### src/rtl/sar_channel_scheduler_if.sv
// Signal bundle between channel requesters, the SAR engine and the scheduler.
// master: scheduler side; slave: requesters/engine side.
interface sar_channel_scheduler_if #(
    parameter int DATA = 8,
    parameter int NCH  = 4,
    parameter int CHW  = 2
);
    logic [NCH-1:0]  req;
    logic [NCH-1:0]  grant;
    logic [CHW-1:0]  ch_sel;
    logic            compare;
    logic [1:0]      sar_state;
    logic [DATA-1:0] sar_out;
    logic            sar_inc;
    logic            sar_dcr;
    logic [DATA-1:0] result;
    logic [CHW-1:0]  result_ch;
    logic            result_valid;
    logic            busy;
    logic            timeout_err;

    modport master (
        input  req, compare, sar_state, sar_out,
        output grant, ch_sel, sar_inc, sar_dcr, result, result_ch,
               result_valid, busy, timeout_err
    );

    modport slave (
        output req, compare, sar_state, sar_out,
        input  grant, ch_sel, sar_inc, sar_dcr, result, result_ch,
               result_valid, busy, timeout_err
    );
endinterface

### src/rtl/sar_channel_scheduler.sv
// Round-robin scheduler sharing one SAR tracking engine among NCH channels.
// Optional watchdog abort enabled by defining SAR_TIMEOUT_EN.
module sar_channel_scheduler #(
    parameter int DATA    = 8,
    parameter int NCH     = 4,
    parameter int CHW     = 2,
    parameter int SETTLE  = 3,
    parameter int TIMEOUT = 64
) (
    input  logic                    clk,
    input  logic                    rst,
    sar_channel_scheduler_if.master bus
);
    localparam int          CW    = $clog2(SETTLE + 1);
    localparam int unsigned NCH_U = NCH;

    typedef enum logic [1:0] {ST_IDLE, ST_SETTLE, ST_START, ST_BUSY} state_t;

    state_t          state, state_n;
    logic [CHW-1:0]  ptr, ptr_n, ch, ch_n, win, idx, ptr_next;
    logic [NCH-1:0]  grant, grant_n;
    logic [CW-1:0]   cnt, cnt_n;
    logic            dir, dir_n, busy, busy_n, valid, valid_n, found;
    logic [DATA-1:0] result, result_n;
    logic [CHW-1:0]  result_ch, result_ch_n;
    logic            engine_idle;

    assign engine_idle = (bus.sar_state == 2'b00);
    assign ptr_next    = (ch == CHW'(NCH - 1)) ? '0 : ch + CHW'(1);

    // First requester at or above the pointer, wrapping at NCH-1.
    always_comb begin
        win   = '0;
        idx   = '0;
        found = 1'b0;
        for (int unsigned i = 0; i < NCH_U; i++) begin
            idx = CHW'((32'(ptr) + i) % NCH_U);
            if (!found && bus.req[idx]) begin
                found = 1'b1;
                win   = idx;
            end
        end
    end

`ifdef SAR_TIMEOUT_EN
    localparam int TW = $clog2(TIMEOUT + 1);
    logic [TW-1:0] wd, wd_n;
    logic          tmo, tmo_n;
`endif

    always_comb begin
        state_n     = state;
        ptr_n       = ptr;
        ch_n        = ch;
        grant_n     = grant;
        cnt_n       = cnt;
        dir_n       = dir;
        busy_n      = busy;
        result_n    = result;
        result_ch_n = result_ch;
        valid_n     = 1'b0;
        case (state)
            ST_IDLE: begin
                if (engine_idle && found) begin
                    grant_n      = '0;
                    grant_n[win] = 1'b1;
                    ch_n         = win;
                    busy_n       = 1'b1;
                    cnt_n        = CW'(SETTLE);
                    state_n      = ST_SETTLE;
                end
            end
            ST_SETTLE: begin
                cnt_n = cnt - CW'(1);
                if (cnt == CW'(1)) begin
                    dir_n   = bus.compare;
                    state_n = ST_START;
                end
            end
            ST_START: begin
                if (!engine_idle) state_n = ST_BUSY;
            end
            ST_BUSY: begin
                if (engine_idle) begin
                    result_n    = bus.sar_out;
                    result_ch_n = ch;
                    valid_n     = 1'b1;
                    ptr_n       = ptr_next;
                    grant_n     = '0;
                    busy_n      = 1'b0;
                    state_n     = ST_IDLE;
                end
            end
            default: state_n = ST_IDLE;
        endcase
`ifdef SAR_TIMEOUT_EN
        // Counter is zero outside START/BUSY, so entry to START always starts at 0.
        tmo_n = 1'b0;
        wd_n  = (state == ST_START || state == ST_BUSY) ? wd + TW'(1) : '0;
        if ((state == ST_START || state == ST_BUSY) && wd == TW'(TIMEOUT - 1)
            && !(state == ST_BUSY && engine_idle)) begin
            tmo_n   = 1'b1;
            wd_n    = '0;
            ptr_n   = ptr_next;
            grant_n = '0;
            busy_n  = 1'b0;
            state_n = ST_IDLE;
        end
`endif
    end

    always_ff @(posedge clk or posedge rst) begin
        if (rst) begin
            state     <= ST_IDLE;
            ptr       <= '0;
            ch        <= '0;
            grant     <= '0;
            cnt       <= '0;
            dir       <= 1'b0;
            busy      <= 1'b0;
            result    <= '0;
            result_ch <= '0;
            valid     <= 1'b0;
`ifdef SAR_TIMEOUT_EN
            wd        <= '0;
            tmo       <= 1'b0;
`endif
        end else begin
            state     <= state_n;
            ptr       <= ptr_n;
            ch        <= ch_n;
            grant     <= grant_n;
            cnt       <= cnt_n;
            dir       <= dir_n;
            busy      <= busy_n;
            result    <= result_n;
            result_ch <= result_ch_n;
            valid     <= valid_n;
`ifdef SAR_TIMEOUT_EN
            wd        <= wd_n;
            tmo       <= tmo_n;
`endif
        end
    end

    // Kick strobes drop combinationally once the engine leaves idle.
    assign bus.sar_inc      = (state == ST_START) && engine_idle && dir;
    assign bus.sar_dcr      = (state == ST_START) && engine_idle && !dir;
    assign bus.grant        = grant;
    assign bus.ch_sel       = ch;
    assign bus.busy         = busy;
    assign bus.result       = result;
    assign bus.result_ch    = result_ch;
    assign bus.result_valid = valid;
`ifdef SAR_TIMEOUT_EN
    assign bus.timeout_err  = tmo;
`else
    assign bus.timeout_err  = 1'b0;
`endif
endmodule

### src/flat_wrapper.sv
// flat-port wrapper written by rule: the top's interface ports become plain ports
module sar_channel_scheduler_flat 
#(
    parameter int DATA    = 8,
    parameter int NCH     = 4,
    parameter int CHW     = 2,
    parameter int SETTLE  = 3,
    parameter int TIMEOUT = 64
)
  (clk, rst, bus_req, bus_compare, bus_sar_state, bus_sar_out, bus_grant, bus_ch_sel, bus_sar_inc, bus_sar_dcr, bus_result, bus_result_ch, bus_result_valid, bus_busy, bus_timeout_err);
  sar_channel_scheduler_if #(.DATA(DATA), .NCH(NCH), .CHW(CHW)) bus_i ();
  input  logic clk;
  input  logic rst;
  input wire logic [$bits(bus_i.req)-1:0] bus_req;
  input wire logic [$bits(bus_i.compare)-1:0] bus_compare;
  input wire logic [$bits(bus_i.sar_state)-1:0] bus_sar_state;
  input wire logic [$bits(bus_i.sar_out)-1:0] bus_sar_out;
  output wire logic [$bits(bus_i.grant)-1:0] bus_grant;
  output wire logic [$bits(bus_i.ch_sel)-1:0] bus_ch_sel;
  output wire logic [$bits(bus_i.sar_inc)-1:0] bus_sar_inc;
  output wire logic [$bits(bus_i.sar_dcr)-1:0] bus_sar_dcr;
  output wire logic [$bits(bus_i.result)-1:0] bus_result;
  output wire logic [$bits(bus_i.result_ch)-1:0] bus_result_ch;
  output wire logic [$bits(bus_i.result_valid)-1:0] bus_result_valid;
  output wire logic [$bits(bus_i.busy)-1:0] bus_busy;
  output wire logic [$bits(bus_i.timeout_err)-1:0] bus_timeout_err;
  assign bus_i.req = bus_req;
  assign bus_i.compare = bus_compare;
  assign bus_i.sar_state = bus_sar_state;
  assign bus_i.sar_out = bus_sar_out;
  assign bus_grant = bus_i.grant;
  assign bus_ch_sel = bus_i.ch_sel;
  assign bus_sar_inc = bus_i.sar_inc;
  assign bus_sar_dcr = bus_i.sar_dcr;
  assign bus_result = bus_i.result;
  assign bus_result_ch = bus_i.result_ch;
  assign bus_result_valid = bus_i.result_valid;
  assign bus_busy = bus_i.busy;
  assign bus_timeout_err = bus_i.timeout_err;
  sar_channel_scheduler #(.DATA(DATA), .NCH(NCH), .CHW(CHW), .SETTLE(SETTLE), .TIMEOUT(TIMEOUT)) u_core (.clk(clk), .rst(rst), .bus(bus_i));
endmodule
### config.mk
export PLATFORM = sky130hd
export DESIGN_NAME = sar_channel_scheduler_flat
export DESIGN_NICKNAME = d
export VERILOG_FILES = /design/src/rtl/sar_channel_scheduler_if.sv /design/src/rtl/sar_channel_scheduler.sv /design/src/flat_wrapper.sv
export SDC_FILE = /design/constraint.sdc
export NUM_CORES = 1
export LEC_CHECK = 0
export CAP_MARGIN = 20
export CORE_MARGIN = 3
export CORE_UTILIZATION = 40
export CTS_CLUSTER_DIAMETER = 200
export CTS_CLUSTER_SIZE = 24
export DETAILED_ROUTE_END_ITERATION = 12
export PLACE_DENSITY = 0.71
export SLEW_MARGIN = 20
export SYNTH_ARGS = -nofsm -noshare
export SYNTH_HDL_FRONTEND = slang
export SYNTH_SLANG_ARGS = --single-unit
### constraint.sdc
create_clock -name clk -period 3.8 [get_ports clk]
set_input_delay 0.57 -clock clk [delete_from_list [all_inputs] [get_ports clk]]
set_output_delay 0.57 -clock clk [all_outputs]
set_load 0.1 [all_outputs]
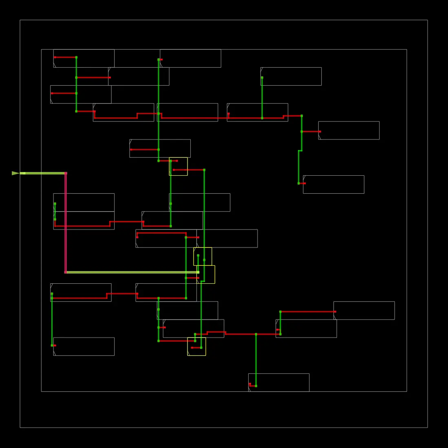
(run_1/clock_nets.png)
CTS buffer count: 3
clk latency late pin: 320 ps

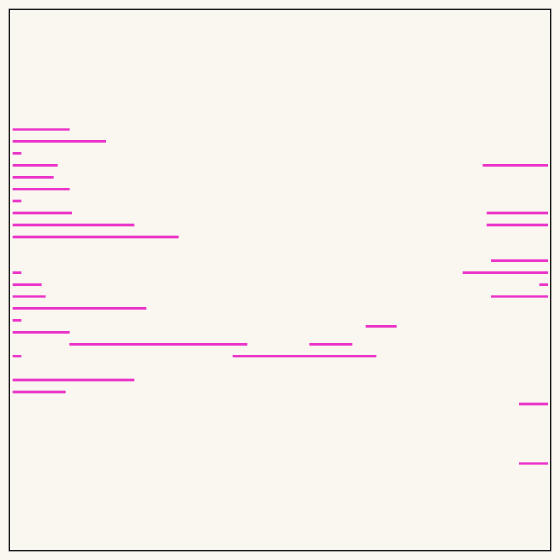
(run_1/m3.png)
main direction: horizontal
longest straight run: 20.0 um
Post-Route WL: 2.50 mm
DR vias: 933
grt met3 use: 3.77%

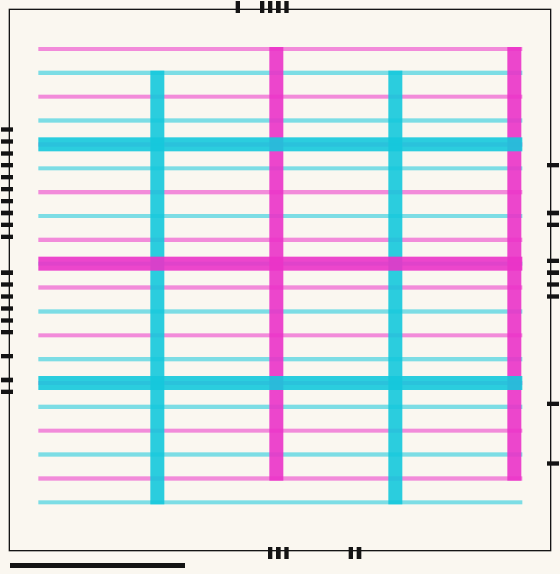
(run_1/floorplan.png)
Bar = 20 um. Pins as bars on the die edge.
legend:
  magenta:
    net: VDD
  cyan:
    net: VSS
met1 rails: 20
rows: 19
met5 straps: 3
signal pins: 38
Core ar.: 2850 um2
Die Y: 61.6 um
die width: 61.6 um

==> out/qor.txt, run 1 <==
initial drt markers = 10
flop share of the area = 38.4%
Flops after synth = 25
buffers and inverters on the worst path = 1
final setup margin = 1290 ps
clkbuf count = 3
Post-Synthesis Cells = 104
Crit path depth = 1
Top non-seq family = multiplexers
post-synth design cell area = 1230 um2
beginning of the critical path = u_core.bus.ch_sel[0]
wire per inst = 14.6 um
num ports = 38
wl on met1 = 1.17 mm
chip area in the Yosys report = 1230 um2
CTS tree = done
Top area cell types = dfrtp_1, mux2_2, ha_1, nand2_1, o31ai_1
R2R depth = 5
Tapcell Cnt = 31
min Tclk post-route = 2510 ps
XOR-XNOR Cells, Area Fraction = 0%
ys cells = 104
Commonest flop = dfrtp_1
FA/HA/MAJ Cells, Area Fraction = 7.09%
GP Congestion = 0.776
Synth top cells by count = dfrtp_1, mux2_2, nand2_1, ha_1
Initial Util = 43.3%
Non-CTS buffers = 36
Non-CTS inverters = 5
Top-area cell share = 50.7%
worst endpoint data arrival time = 1940 ps
CTS clk-pin slew, worst paths = 150 ps
number of diodes = 0
Nets at Floorplan = 128
Mux area share = 14.6%
Gate Area = 559 um2
Worst slew margin = 34.3%
synthesized area per cell = 11.9 um2
fraction of layout cells with a size suffix above 1 = 15.7%
Post-Synth Simple-Gate Area = 10.6%
utilization after layout = 57.1%
Max Slew Vio Count = 0
Routed Antenna Nets = 0
Max clock buf depth = 2
M1 GR Usage = 18.4%
Startpoint Class = register
GR Util met2 = 23.2%
status = complete, no violations
Hold Vio Cnt, Final = 0
CP required = 3230 ps
Clock Sinks = 25
fin cells = 171
RR Endpoint = u_core.bus.grant[0]
first-pass GRT wire length = 4.00 mm
Highest Clock Rate = 399 MHz
clk_skew = 7.69 ps
nets = 165
Hold Worst Slack = 492 ps
drt first pass iters = 4
CP Capture Point = bus_ch_sel[0]
final instance area = 1630 um2
crit path max-delay cell type = clkdlybuf4s50_1
hold path depth = 2
TNS Setup = 0 ps
OpenROAD warning count = 30
Top Family by Delay on Critical Path = buffers and inverters
CP max FO = 5
metal2 WL = 1.11 mm
Yosys top cell by area = dfrtp_1
Post-Place Cells = 167
registers = 25
max_cap viols = 0
logic share of the area = 34.4%
crit end category = primary output
Cell Type Count = 33
clk cell area share = 1.84%
Total GRT Usage = 14.3%
Top Layer Used = met4
vias in the first global route = 925
## run 1: cells in the final DEF, fill, tap and decap left out, types with 2 or more instances in the layout
cell type,instances
mux2_2,15
clkdlybuf4s50_1,34
o41ai_1,2
o21ai_0,2
o31ai_1,3
nand2b_1,3
a21oi_1,2
ha_1,7
clkbuf_4,3
o21a_1,2
dfrtp_1,25
o32a_1,2
inv_1,5
nand2_1,9
nor2b_1,2
buf_4,2
nor2_1,5
## run 1: state kept, by name, summed over array words and instances, names as in the netlist
register,flops
u_core.state,2
u_core.bus.result_valid,1
u_core.bus.result,8
u_core.bus.busy,1
u_core.bus.ch_sel,2
u_core.ptr,2
u_core.bus.grant,4
u_core.bus.result_ch,2
u_core.dir,1
u_core.cnt,2
==> run 1 -> run 2 <==
PLACE_DENSITY = 0.74   (was 0.71)
clock period = 2 ns   (was 3.8 ns; I/O delays follow)
==> out/qor.txt, run 2 <==
Non-CTS inverters = 5
drt first pass iters = 4
Top-area cell share = 50.7%
RR Endpoint = u_core.bus.grant[0]
M1 GR Usage = 18.2%
most frequent logic cell in the layout = dfrtp_1
grt met3 use = 2.52%
FA/HA/MAJ Cells, Area Fraction = 7.09%
CTS tree = done
worst endpoint data arrival time = 2130 ps
GR Util met2 = 28.1%
final setup margin = 83.3 ps
registers = 25
top flop regs = u_core.bus.result x8, u_core.bus.grant x4
logic share of the area = 34.0%
min Tclk post-route = 1920 ps
OpenROAD warning count = 30
TNS Setup = 0 ps
Worst slew margin = 64.5%
status = complete, no violations
Yosys top cell by area = dfrtp_1
clk_skew = 1.35 ps
CTS clk-pin slew, worst paths = 130 ps
Total GRT Usage = 15.5%
initial drt markers = 15
chip area in the Yosys report = 1230 um2
Tapcell Cnt = 31
Routed Antenna Nets = 0
Commonest flop = dfrtp_1
vias in the first global route = 1036
Die Y = 61.6 um
die width = 61.6 um
Cell Type Count = 33
Flops after synth = 25
Post-Synth Simple-Gate Area = 10.6%
CTS buffer count = 3
clk cell area share = 1.56%
clk latency late pin = 310 ps
Top Family by Delay on Critical Path = AND-OR/OR-AND gates
Top Layout Cells = dfrtp_1, buf_4, clkdlybuf4s50_1
Max Slew Vio Count = 0
Hold Vio Cnt, Final = 0
crit end category = register
Nets at Floorplan = 128
R2R depth = 5
CP required = 2210 ps
Post-Synthesis Cells = 104
[run 2: cell counts after synthesis]
No cell type changed its count.
[run 2: worst max path at each step]
stage | from | end | slack [ps] | cells past startpoint
2_1_floorplan | u_core.state[0] | bus_sar_dcr | 160 | 4
6_report | u_core.state[0] | u_core.bus.grant[0] | 80 | 5
3_3_place_gp | bus_req[2] | u_core.state[1] | 60 | 5
4_1_cts | u_core.state[1] | u_core.bus.grant[0] | 20 | 5
3_5_place_dp | bus_req[3] | u_core.state[1] | 5 | 5
5_1_grt | u_core.state[1] | u_core.bus.grant[0] | 5 | 5
[run 2: metrics by stage]
step                      hold WS [ps]  instances
after floorplan                    327        104
after global placement             460        173
after detailed placement           467        173
after CTS                          305        177
after global routing               324        178
final                              312        178
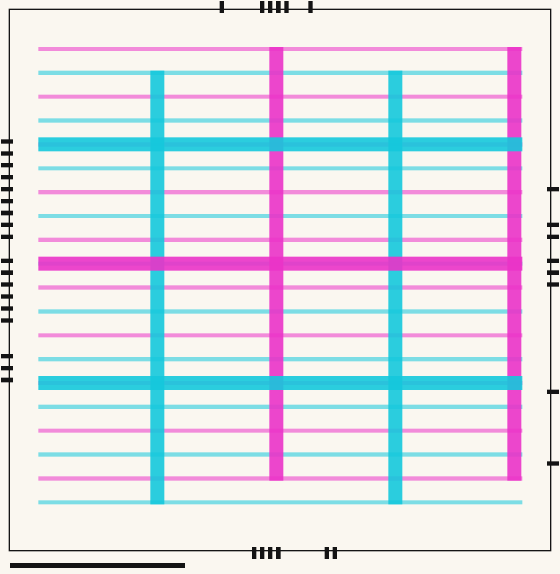
(run_2/floorplan.png)
Bar = 20 um. Pins as bars on the die edge.
legend:
  cyan:
    net: VSS
  magenta:
    net: VDD
met4 straps: 4
rows: 19
met1 rails: 20
met5 straps: 3
signal pins: 38

==> run 2 -> run 3 <==
CELL_PAD_IN_SITES_DETAIL_PLACEMENT = 1   (was unset)
CELL_PAD_IN_SITES_GLOBAL_PLACEMENT = 1   (was unset)
CORE_UTILIZATION = 32   (was 40)
GPL_ROUTABILITY_DRIVEN = 0   (was unset)
PLACE_DENSITY = 0.76   (was 0.74)
REMOVE_ABC_BUFFERS = 1   (was unset)
==> out/qor.txt, run 3 <==
status = complete, no violations
worst endpoint data arrival time = 1570 ps
final setup margin = 127 ps
Synth top cells by count = dfrtp_1, mux2_2, nand2_1, ha_1
CTS tree = done
Core ar. = 3520 um2
Worst slew margin = 63.5%
grt met3 use = 3.45%
beginning of the critical path = u_core.state[0]
Top non-seq family = multiplexers
drt first pass iters = 4
first-pass GRT wire length = 5.05 mm
Yosys top cell by area = dfrtp_1
nets = 175
CTS buffer count = 3
crit end category = primary output
Most flops, register = u_core.bus.result
XOR-XNOR Cells, Area Fraction = 0%
Mux area share = 14.6%
Highest Clock Rate = 534 MHz
Flops after synth = 25
CP max FO = 3
Largest register FFs = 8
Top Layout Cells = buf_4, dfrtp_1, clkdlybuf4s50_1
initial drt markers = 52
crit path max-delay cell type = dfrtp_1
Initial Util = 35.1%
number of diodes = 0
Crit path depth = 6
synthesized area per cell = 11.9 um2
Max clock buf depth = 2
Die Y = 68.1 um
FA/HA/MAJ Cells, Area Fraction = 7.09%
M1 GR Usage = 18.0%
GR Util met2 = 25.2%
top flop regs = u_core.bus.result x8, u_core.bus.grant x4
clk_skew = 3.85 ps
Startpoint Class = register
OpenROAD warning count = 29
Commonest flop = dfrtp_1
fraction of layout cells with a size suffix above 1 = 34.7%
Top Family by Delay on Critical Path = buffers and inverters
CTS clk-pin slew, worst paths = 90 ps
buffers and inverters on the worst path = 3
RR Endpoint = u_core.bus.grant[2]
[run 3: worst register-to-register path, stage by stage, from the launching register on]
cell and delay, ps:
dfrtp_1 390, inv_1 90, ha_1 310, or3_1 370, o32a_2 280, o41ai_1 320
[run 3: final cells by class]
cell class	instances	share of cell area, %
flip-flops and latches	25	36.0
multi-input cells	70	32.4
repair buffers	46	24.4
well taps	46	3.31
clock buffers	3	2.38
inverters	5	1.08
clock inverters	1	0.432
[run 3: stage by stage]
step	instances
detailed placement	190
CTS	194
global placement	190
finish	196
global route	196
floorplan	100
[run 3: timing repair]
action | 4_1_cts | 5_1_grt
setup endpoints to repair | 0 | 4
buffers inserted | 0 | 2
resized | 0 | 2
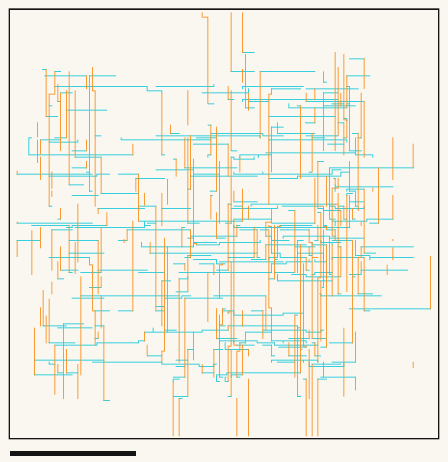
(run_3/layers.png)
Bar = 20 um. Only two layers are drawn.
legend:
  orange:
    layer: M2
    wire_length: 1450 um
  cyan:
    layer: M1
    wire_length: 1270 um
Post-Route WL: 2.93 mm
wire per inst: 15.0 um
DR vias: 980
Total GRT Usage: 14.4%

